### src/rtl/tx_fifo_rd_stage.sv
// tx_fifo_rd_stage: read-side output stage for the TX async FIFO (read clock domain).
// Issues pops to the FIFO controller, captures RAM read data one cycle after each
// accepted pop, and presents it as a first-word-fall-through valid/ready stream
// through a 3-entry buffer.
// Ports:
//   i_clk, i_rst_n    read-domain clock, async active-low reset
//   o_pop             pop request to controller (registered state only)
//   i_rden            pop accepted by controller (i_pop & ~empty)
//   i_rdata           RAM read data, valid the cycle after i_rden
//   o_valid/i_ready   downstream handshake; o_data is the head word
//   o_count           buffer occupancy 0..3
//   o_err             sticky protocol error, cleared only by reset
module tx_fifo_rd_stage #(
  parameter int unsigned DATA_WIDTH = 8
) (
  input  logic                  i_clk,
  input  logic                  i_rst_n,
  output logic                  o_pop,
  input  logic                  i_rden,
  input  logic [DATA_WIDTH-1:0] i_rdata,
  output logic                  o_valid,
  input  logic                  i_ready,
  output logic [DATA_WIDTH-1:0] o_data,
  output logic [1:0]            o_count,
  output logic                  o_err
);

  localparam int unsigned DEPTH = 3;

  logic                  r_inflight;
  logic [1:0]            r_head;
  logic [1:0]            r_tail;
  logic [1:0]            r_occ;
  logic [DATA_WIDTH-1:0] r_buf [DEPTH];
  logic                  r_pop;
  logic                  r_valid;
  logic [DATA_WIDTH-1:0] r_data;
  logic                  r_err;

  logic                  w_fire;
  logic [2:0]            w_sum;
  logic                  w_capture;
  logic                  w_drop;
  logic                  w_stray;
  logic                  w_inflight_n;
  logic [1:0]            w_occ_n;
  logic [1:0]            w_head_n;
  logic [1:0]            w_tail_n;
  logic [2:0]            w_sum_n;
  logic [DATA_WIDTH-1:0] w_buf_n [DEPTH];

  // Pointer increment with 2 -> 0 wrap.
  function automatic logic [1:0] f_wrap(input logic [1:0] p);
    return (p == 2'd2) ? 2'd0 : p + 2'd1;
  endfunction

  // Next-state computation for buffer, pointers, occupancy and outputs.
  always_comb begin
    w_fire       = r_valid & i_ready;
    w_sum        = 3'(r_occ) + 3'(r_inflight);
    w_stray      = i_rden & ~r_pop;
    // A pop the controller accepted without our request is only tracked if room remains.
    w_inflight_n = i_rden & (w_sum < 3'd3);
    // A capture into a full buffer is allowed only when the head leaves this cycle.
    w_capture    = r_inflight & ((r_occ != 2'd3) | w_fire);
    w_drop       = r_inflight & (r_occ == 2'd3) & ~w_fire;
    w_occ_n      = r_occ + 2'(w_capture) - 2'(w_fire);
    w_head_n     = w_fire    ? f_wrap(r_head) : r_head;
    w_tail_n     = w_capture ? f_wrap(r_tail) : r_tail;
    w_sum_n      = 3'(w_occ_n) + 3'(w_inflight_n);
    for (int i = 0; i < DEPTH; i++) begin
      w_buf_n[i] = r_buf[i];
    end
    if (w_capture) begin
      w_buf_n[r_tail] = i_rdata;
    end
  end

  // State and registered outputs; o_pop going high on the first edge after reset is the run flag.
  always_ff @(posedge i_clk or negedge i_rst_n) begin
    if (!i_rst_n) begin
      r_inflight <= 1'b0;
      r_head     <= 2'd0;
      r_tail     <= 2'd0;
      r_occ      <= 2'd0;
      for (int i = 0; i < DEPTH; i++) begin
        r_buf[i] <= '0;
      end
      r_pop      <= 1'b0;
      r_valid    <= 1'b0;
      r_data     <= '0;
      r_err      <= 1'b0;
    end else begin
      r_inflight <= w_inflight_n;
      r_head     <= w_head_n;
      r_tail     <= w_tail_n;
      r_occ      <= w_occ_n;
      for (int i = 0; i < DEPTH; i++) begin
        r_buf[i] <= w_buf_n[i];
      end
      r_pop      <= (w_sum_n <= 3'd2);
      r_valid    <= (w_occ_n != 2'd0);
      r_data     <= w_buf_n[w_head_n];
      r_err      <= r_err | w_stray | w_drop;
    end
  end

  assign o_pop   = r_pop;
  assign o_valid = r_valid;
  assign o_data  = r_data;
  assign o_count = r_occ;
  assign o_err   = r_err;

endmodule

### config.mk
export PLATFORM = sky130hd
export DESIGN_NAME = tx_fifo_rd_stage
export DESIGN_NICKNAME = d
export VERILOG_FILES = /design/src/rtl/tx_fifo_rd_stage.sv
export SDC_FILE = /design/constraint.sdc
export NUM_CORES = 1
export LEC_CHECK = 0
export ABC_AREA = 1
export CAP_MARGIN = 20
export CORE_MARGIN = 10
export CORE_UTILIZATION = 57
export DETAILED_ROUTE_END_ITERATION = 10
export DONT_BUFFER_PORTS = 1
export MAX_ROUTING_LAYER = met4
export PLACE_DENSITY = 0.76
export SYNTH_ARGS = -nofsm -noshare
export SYNTH_HDL_FRONTEND = slang
export SYNTH_SLANG_ARGS = --single-unit
### constraint.sdc
create_clock -name i_clk -period 3.2 [get_ports i_clk]
set_input_delay 0.64 -clock i_clk [delete_from_list [all_inputs] [get_ports i_clk]]
set_output_delay 0.64 -clock i_clk [all_outputs]
set_load 0.01 [all_outputs]
==> results.sh <==
# yosys + openroad results
export IMPL_status="finished clean"
export IMPL_hold_viol_final=0
export IMPL_setup_violations=0
export IMPL_die_h_um=81.6
export IMPL_clock_sinks=42
export IMPL_fin_nets=294
export IMPL_hold_buffers=0
export IMPL_fp_util_pct=59.0
export IMPL_cts_tree="built"
export IMPL_synth_cell_types=28
export IMPL_die_x_um=81.6
export IMPL_routed_wirelength_um=4490
export IMPL_fp_nets=291
export IMPL_dr_pass1_iters=4
export IMPL_yosys_area_um2=2160
export IMPL_drtAntennaViolNets=0
export IMPL_dp_hpwl_um=3210
export IMPL_h_tree_depth=2
export IMPL_finalPower_w=0.00263
export IMPL_mostFrequentLayoutCells="nand2_1 (124), dfrtp_1 (42), nand3_1 (32)"
export IMPL_critPathLaunchType="flip-flop"
export IMPL_path_class="flip-flop to flip-flop"
export IMPL_postSynthSeqShare_pct=48.7
export IMPL_slew_viol_final=0
worst max-delay path, cell delays in order, from the launching register on:
cell	delay [ns]
dfrtp_1	0.46
nand2_1	0.10
inv_2	0.06
nand2_1	0.06
nand2_2	0.05
ha_1	0.29
inv_1	0.06
ha_1	0.14
xor2_1	0.17
xor2_1	0.29
inv_2	0.08
ha_1	0.29
inv_1	0.05
nor3_1	0.03
or2_2	0.26
kinds of logic (layout without fill, tap and decap cells):
kind of cell,count (synthesis),count (layout),synth area share (%)
simple gates,166,166,32.7
fa+ha+maj,7,7,4.06
compound gates,19,19,6.72
xor+xnor,2,2,0.811
buf+inv,36,40,7.07
flops,42,42,48.7
sequential cells by signal, indices dropped and copies added (netlist names):
name / flops
r_tail: 2
o_valid: 1
o_data: 8
o_err: 1
r_head: 2
r_buf: 24
r_inflight: 1
o_count: 2
o_pop: 1
cell usage after synthesis (all sizes together):
library cell	count
xor2	2
nand2	126
inv	31
a31oi	1
dfrtp	42
nand3	32
ha	7
buf	5
nor3	1
o21a	8
nor2	5
a21oi	1
o21ai	8
or2	2
a211oi	1
layer usage:
layer  global-route usage, %  wire length, um
met4                    5.02               74
met1                    17.5             1990
met2                    24.4             2170
met3                    4.69              261
met5                       -                0
final timing paths:
path                            start         to  slack, ns  cells after the start
min in group i_clk           r_buf[1]   r_buf[1]       0.50                      1
max reg2reg                o_count[0]      o_pop       0.69                     14
min reg2reg                  r_buf[1]   r_buf[1]       0.50                      1
max in group asynchronous     i_rst_n   r_buf[1]       3.08                      0
min                           i_rst_n  r_buf[23]       0.03                      0
max                        o_count[0]      o_pop       0.69                     14
where the power goes:
part           switching (W)  internal (W)  leakage (nW)
Combinational       0.000789      0.000455         0.718
Sequential          0.000179      0.000783         0.510
Clock               0.000189      0.000232        0.0504
cell type report:
| type | instances | area, um2 | share of cell area, % |
|---|---|---|---|
| clock buffer | 5 | 68.8 | 2.98 |
| clock inverter | 3 | 45.0 | 1.95 |
| inverter | 31 | 119 | 5.15 |
| multi-input combinational | 194 | 956 | 41.4 |
| sequential | 42 | 1050 | 45.6 |
| tap | 48 | 60.1 | 2.60 |
| timing repair buffer | 1 | 7.51 | 0.325 |
metrics by stage:
stage	hold WS [ns]	std cells	util, %	cell area, um2
after detailed placement	0.346	316	59.9	2190
after floorplan	0.344	272	-	2160
after global placement	0.346	316	59.9	2190
after global routing	0.00256	324	63.0	2310
final	0.0299	324	63.0	2310
after CTS	0.0180	324	63.0	2310
Figure 1. Cell sizes after repair.
Drawn at 6 px/um.
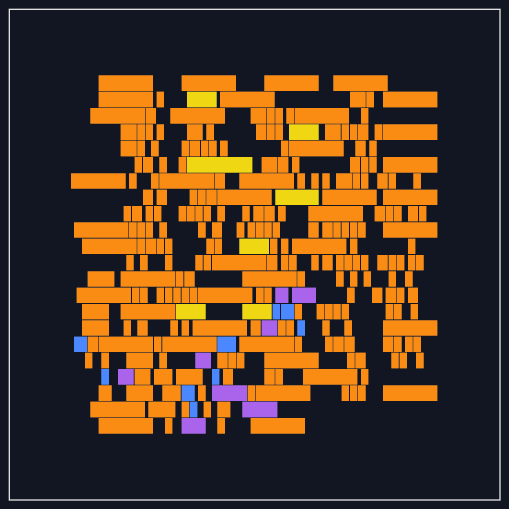
| colour | size | cells | most used |
|---|---|---|---|
| blue | _2 cells | 9 | inv_2 |
| yellow | _6 and larger | 7 | clkbuf_8 |
| orange | _0 and _1 cells | 252 | nand2_1 |
| purple | _3 and _4 cells | 8 | clkinvlp_4 |

Figure 2. Signal wires on met2.
Drawn at 4 px/um.
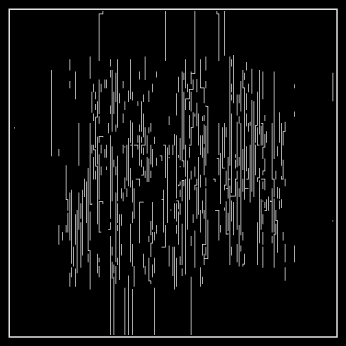
longest straight run: 27.9 um
nets with wire on the layer: 234
wire length on this layer: 2170 um
share of all routed wire: 48%

Figure 3. Where the registers sit.
Drawn at 4 px/um. Other sequential cells in the stronger grey, the rest of the logic in the fainter grey.
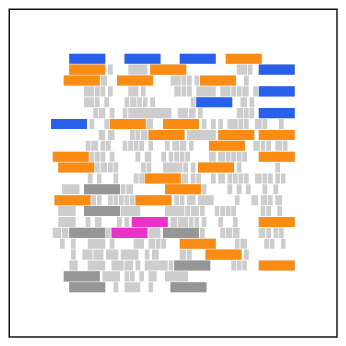
| colour | name in the netlist | flops |
|---|---|---|
| magenta | `r_head` | 2 |
| blue | `o_data` | 8 |
| orange | `r_buf` | 24 |
not coloured: 8

Figure 4. A small window of the routed layout.
Region (28, 28) to (53, 53) um. Cells in grey, sequential cells in the stronger grey; small squares are vias.
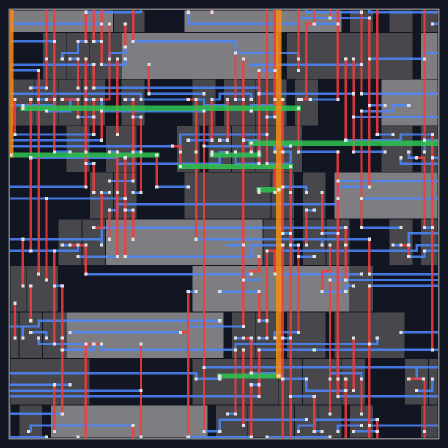
| colour | layer |
|---|---|
| green | metal 3 |
| orange | metal 4 |
| blue | metal 1 |
| red | metal 2 |
most frequent: nand2_1 (34), nand3_1 (9), dfrtp_1 (6)
sequential cells in the window: 6
cells with their middle in the window: 62
netlist names of flops here include: `r_buf` (5), `r_head` (1)

Power is estimated from default activity; no workload was simulated.
